===== config.mk =====
export PLATFORM = sky130hd
export DESIGN_NAME = timer_counter
export DESIGN_NICKNAME = d
export VERILOG_FILES = /design/src/rtl/timer_counter.sv
export SDC_FILE = /design/constraint.sdc
export NUM_CORES = 1
export LEC_CHECK = 0
export CAP_MARGIN = 30
export CORE_UTILIZATION = 40
export CTS_CLUSTER_SIZE = 24
export DETAILED_ROUTE_END_ITERATION = 16
export HOLD_SLACK_MARGIN = 0.03
export PLACE_DENSITY = 0.72
export SLEW_MARGIN = 20
export SYNTH_ARGS = -nofsm -noshare
export SYNTH_HDL_FRONTEND = slang
export SYNTH_SLANG_ARGS = --single-unit

===== constraint.sdc =====
create_clock -name clk -period 3.2 [get_ports clk]
set_clock_uncertainty 0.05 [all_clocks]
set_input_delay 0.32 -clock clk [delete_from_list [all_inputs] [get_ports clk]]
set_output_delay 0.32 -clock clk [all_outputs]
set_load 0.1 [all_outputs]

===== src/rtl/timer_counter.sv =====
// Memory-mapped countdown timer with CTRL / PRESET / COUNT registers.
// Counts down from PRESET while CTRL.EN is set, then raises an interrupt flag.
// The flag is exposed on IRQ when CTRL.IM is set.
`timescale 1ns/1ps

module timer_counter #(
    parameter logic [31:0] PRESET_RST = 32'h0000_0000,
    parameter logic [31:0] CTRL_MASK  = 32'h0000_000F
) (
    input  logic        clk,
    input  logic        reset,
    input  logic [29:0] addr,
    input  logic        WE,
    input  logic [31:0] Din,
    output logic [31:0] Dout,
    output logic        IRQ
);

    typedef enum logic [1:0] {
        ST_IDLE = 2'd0,
        ST_LOAD = 2'd1,
        ST_CNT  = 2'd2,
        ST_INT  = 2'd3
    } state_t;

    // Register select codes (word offsets inside the timer window).
    localparam logic [1:0] SEL_CTRL   = 2'd0;
    localparam logic [1:0] SEL_PRESET = 2'd1;
    localparam logic [1:0] SEL_COUNT  = 2'd2;

    localparam logic [1:0] MODE_PERIODIC = 2'b01;

    state_t      state;
    logic [31:0] ctrl;
    logic [31:0] preset;
    logic [31:0] count;
    logic        irq_flag;

    // addr is already a word address, so byte bits [3:2] sit at addr[1:0].
    logic [1:0] sel;
    assign sel = addr[1:0];

    // Upper address bits are decoded upstream.
    logic unused_addr;
    assign unused_addr = ^addr[29:2];

    logic       en;
    logic [1:0] mode;
    logic       im;
    assign en   = ctrl[0];
    assign mode = ctrl[2:1];
    assign im   = ctrl[3];

    logic wr_ctrl;
    logic wr_preset;
    assign wr_ctrl   = WE && (sel == SEL_CTRL);
    assign wr_preset = WE && (sel == SEL_PRESET);

    // Countdown FSM together with the bus-writable registers and the interrupt flag.
    always_ff @(posedge clk or negedge reset) begin
        if (!reset) begin
            state    <= ST_IDLE;
            ctrl     <= '0;
            preset   <= PRESET_RST;
            count    <= '0;
            irq_flag <= 1'b0;
        end else begin
            // NOTE: all state here updates with <= so every branch sees pre-edge values;
            // later assignments in this block deliberately override earlier ones.

            // Periodic mode turns the flag into a one-cycle pulse.
            if (irq_flag && (mode == MODE_PERIODIC)) begin
                irq_flag <= 1'b0;
            end

            unique case (state)
                ST_IDLE: begin
                    if (en) begin
                        state <= ST_LOAD;
                    end
                end
                ST_LOAD: begin
                    count <= preset;
                    state <= ST_CNT;
                end
                ST_CNT: begin
                    if (!en) begin
                        state <= ST_IDLE;
                    end else if (count > 32'd1) begin
                        count <= count - 32'd1;
                    end else begin
                        count <= '0;
                        state <= ST_INT;
                    end
                end
                ST_INT: begin
                    irq_flag <= 1'b1;
                    // Any mode other than periodic is one-shot: drop EN by hardware.
                    if (mode != MODE_PERIODIC) begin
                        ctrl[0] <= 1'b0;
                    end
                    state <= ST_IDLE;
                end
                default: state <= ST_IDLE;
            endcase

            // CPU writes come last so they win over the hardware EN clear and flag set.
            if (wr_ctrl) begin
                ctrl <= Din & CTRL_MASK;
            end
            if (wr_preset) begin
                preset <= Din;
            end
            if (wr_ctrl || wr_preset) begin
                irq_flag <= 1'b0;
            end
        end
    end

    // Read mux: combinational from the register select.
    always_comb begin
        // NOTE: default assignment first so no path through the case leaves Dout unassigned (no latch).
        Dout = '0;
        case (sel)
            SEL_CTRL:   Dout = ctrl;
            SEL_PRESET: Dout = preset;
            SEL_COUNT:  Dout = count;
            default:    Dout = '0;
        endcase
    end

    assign IRQ = irq_flag & im;

endmodule


==> impl_results.rst <==
Implementation results
======================

.. list-table::
   :header-rows: 1

   * - Metric
     - Value
   * - Path length in cells of the critical path
     - 7
   * - Gpl congestion
     - approximately 0.87
   * - Failing checks
     - negative hold slack
   * - Required time at the worst-slack endpoint
     - approximately 3400 ps
   * - Grt met3 use
     - 5.20%
   * - Main kind of combinational logic by area
     - simple AND/OR/NAND/NOR gates
   * - Period utilisation layout
     - ~86%
   * - Cell count in the Yosys report
     - 427
   * - Post-synthesis share of cell area spent on full adders, half adders and majority gates
     - 0.601%
   * - Peak clock frequency supported by timing
     - roughly 360 MHz
   * - Slew at the pin closest to its max-slew limit
     - between 800 and 900 ps
   * - Minimum setup slack after placement
     - 505 ps
   * - Crit Path Max Fanout
     - 7
   * - Mux share
     - a little under an eighth
   * - Worst reg2reg startpoint
     - count[0]$_DFFE_PN0P_
   * - Critical path type
     - register to register
   * - Number of hold violations in the final report
     - 4
   * - Clock net sink count
     - 71
   * - Endpoint class of the critical path
     - register
   * - Yosys aoi share
     - around 20%
   * - Outcome
     - finished, violations left
   * - Repair and plain buffers
     - 83
   * - Largest stage delay on the critical path
     - 560 ps
   * - Worst-case reg-to-reg path depth
     - 7
   * - Final Net Count
     - around 550
   * - Wire length of the first global-routing pass
     - 18600 µm
   * - CP arrival
     - approximately 3000 ps
   * - Xor/xnor share
     - 0%
   * - Total Routed Length
     - 11200 µm
   * - Routed vias
     - 3825
   * - Inverter count of the layout excluding clock inverters
     - 8
   * - Syn Inst Count
     - about 430
   * - Remaining Overflow, GRT
     - 0
   * - Vias in the first global route
     - 3653
   * - Clock network power share
     - 17.7%
   * - Path category of the worst min-delay check
     - input pin to asynchronous set/reset pin
   * - Final hold slack
     - -1.48 ps
   * - Vias per cell
     - 6.12
   * - Post-synthesis cell type count
     - about 53
   * - IR Drop Worst-Case VDD
     - 0.503 mV
synthesized netlist by cell type, drive strengths merged (3+ instances only):
| library cell | instances | area (µm²) |
|---|---|---|
| a21oi | 24 | 120 |
| a22o | 29 | 254 |
| a22oi | 3 | 22.5 |
| a31oi | 3 | 18.8 |
| and3 | 14 | 87.6 |
| buf | 10 | 65.1 |
| clkbuf | 24 | 90.1 |
| dfrtp | 71 | 1780 |
| inv | 8 | 30.0 |
| mux2 | 35 | 394 |
| mux2i | 8 | 80.1 |
| nand2 | 28 | 113 |
| nand2b | 3 | 18.8 |
| nand3 | 25 | 130 |
| nand4 | 7 | 43.8 |
| nor2 | 18 | 67.6 |
| nor2b | 4 | 25.0 |
| nor3 | 14 | 70.1 |
| nor4 | 6 | 52.6 |
| o211ai | 16 | 120 |
| o21ai | 15 | 75.1 |
| o311ai | 3 | 26.3 |
| o31ai | 3 | 22.5 |
| o41ai | 4 | 35.0 |
| or3 | 13 | 96.3 |
| or4 | 11 | 86.3 |
cells in the final DEF, fill, tap and decap left out, types with 3 or more instances in the layout:
master	netlist	layout
inv_1	8	8
or3_1	10	10
nand3_1	24	24
nand2_1	27	27
a21oi_1	24	23
clkbuf_8	0	9
o31ai_1	3	3
and3_1	14	14
o211ai_1	16	16
o21ai_0	15	15
buf_4	0	14
nand2b_1	3	3
nor2b_1	4	3
o41ai_1	4	4
bufinv_16	0	3
mux2i_1	8	8
a31oi_1	3	3
dfrtp_1	71	71
nor2_1	18	17
nor4_1	5	5
or4_1	10	10
mux2_2	35	35
nor3_1	14	14
buf_12	0	33
or3_4	3	3
a22oi_1	3	3
clkdlybuf4s50_1	0	35
a22o_1	29	29
nand4_1	7	7
layer usage:
layer,share of wire [%],vias up
met5,0,-
met4,2.3,0
met3,7.1,26
met2,47,195
met1,44,1848
li1,-,1756
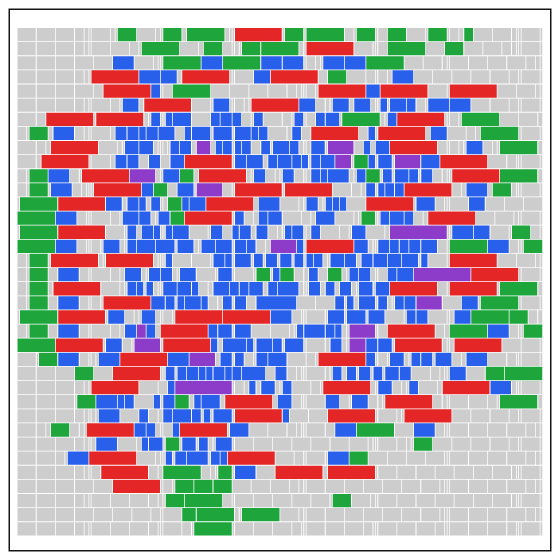
*Cells colored by class*
Fill, decap, tap and diode cells in gray.
Key: green = remaining buffers and delay cells [cells 83, share of their area 21%]; blue = combinational and other logic [cells 322, share of their area 42%]; purple = clock drivers and dummy loads [cells 16, share of their area 4.5%]; red = sequential cells [cells 71, share of their area 33%]
Site Rows: 36
post-layout instance area: 0.00555 mm²
post-route core utilization: 56.0%
flip-flop and latch share of the layout cell area: 32.0%
placeable core region: 0.00991 mm²

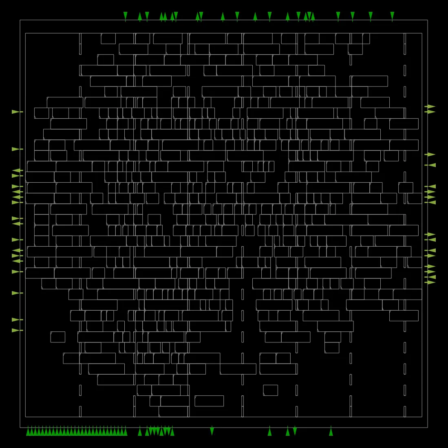
*Cell placement*
final cell count without fillers: 625
filler cell count: 847
number of well-tap cells placed: 133

Power is estimated from default activity; no workload was simulated.
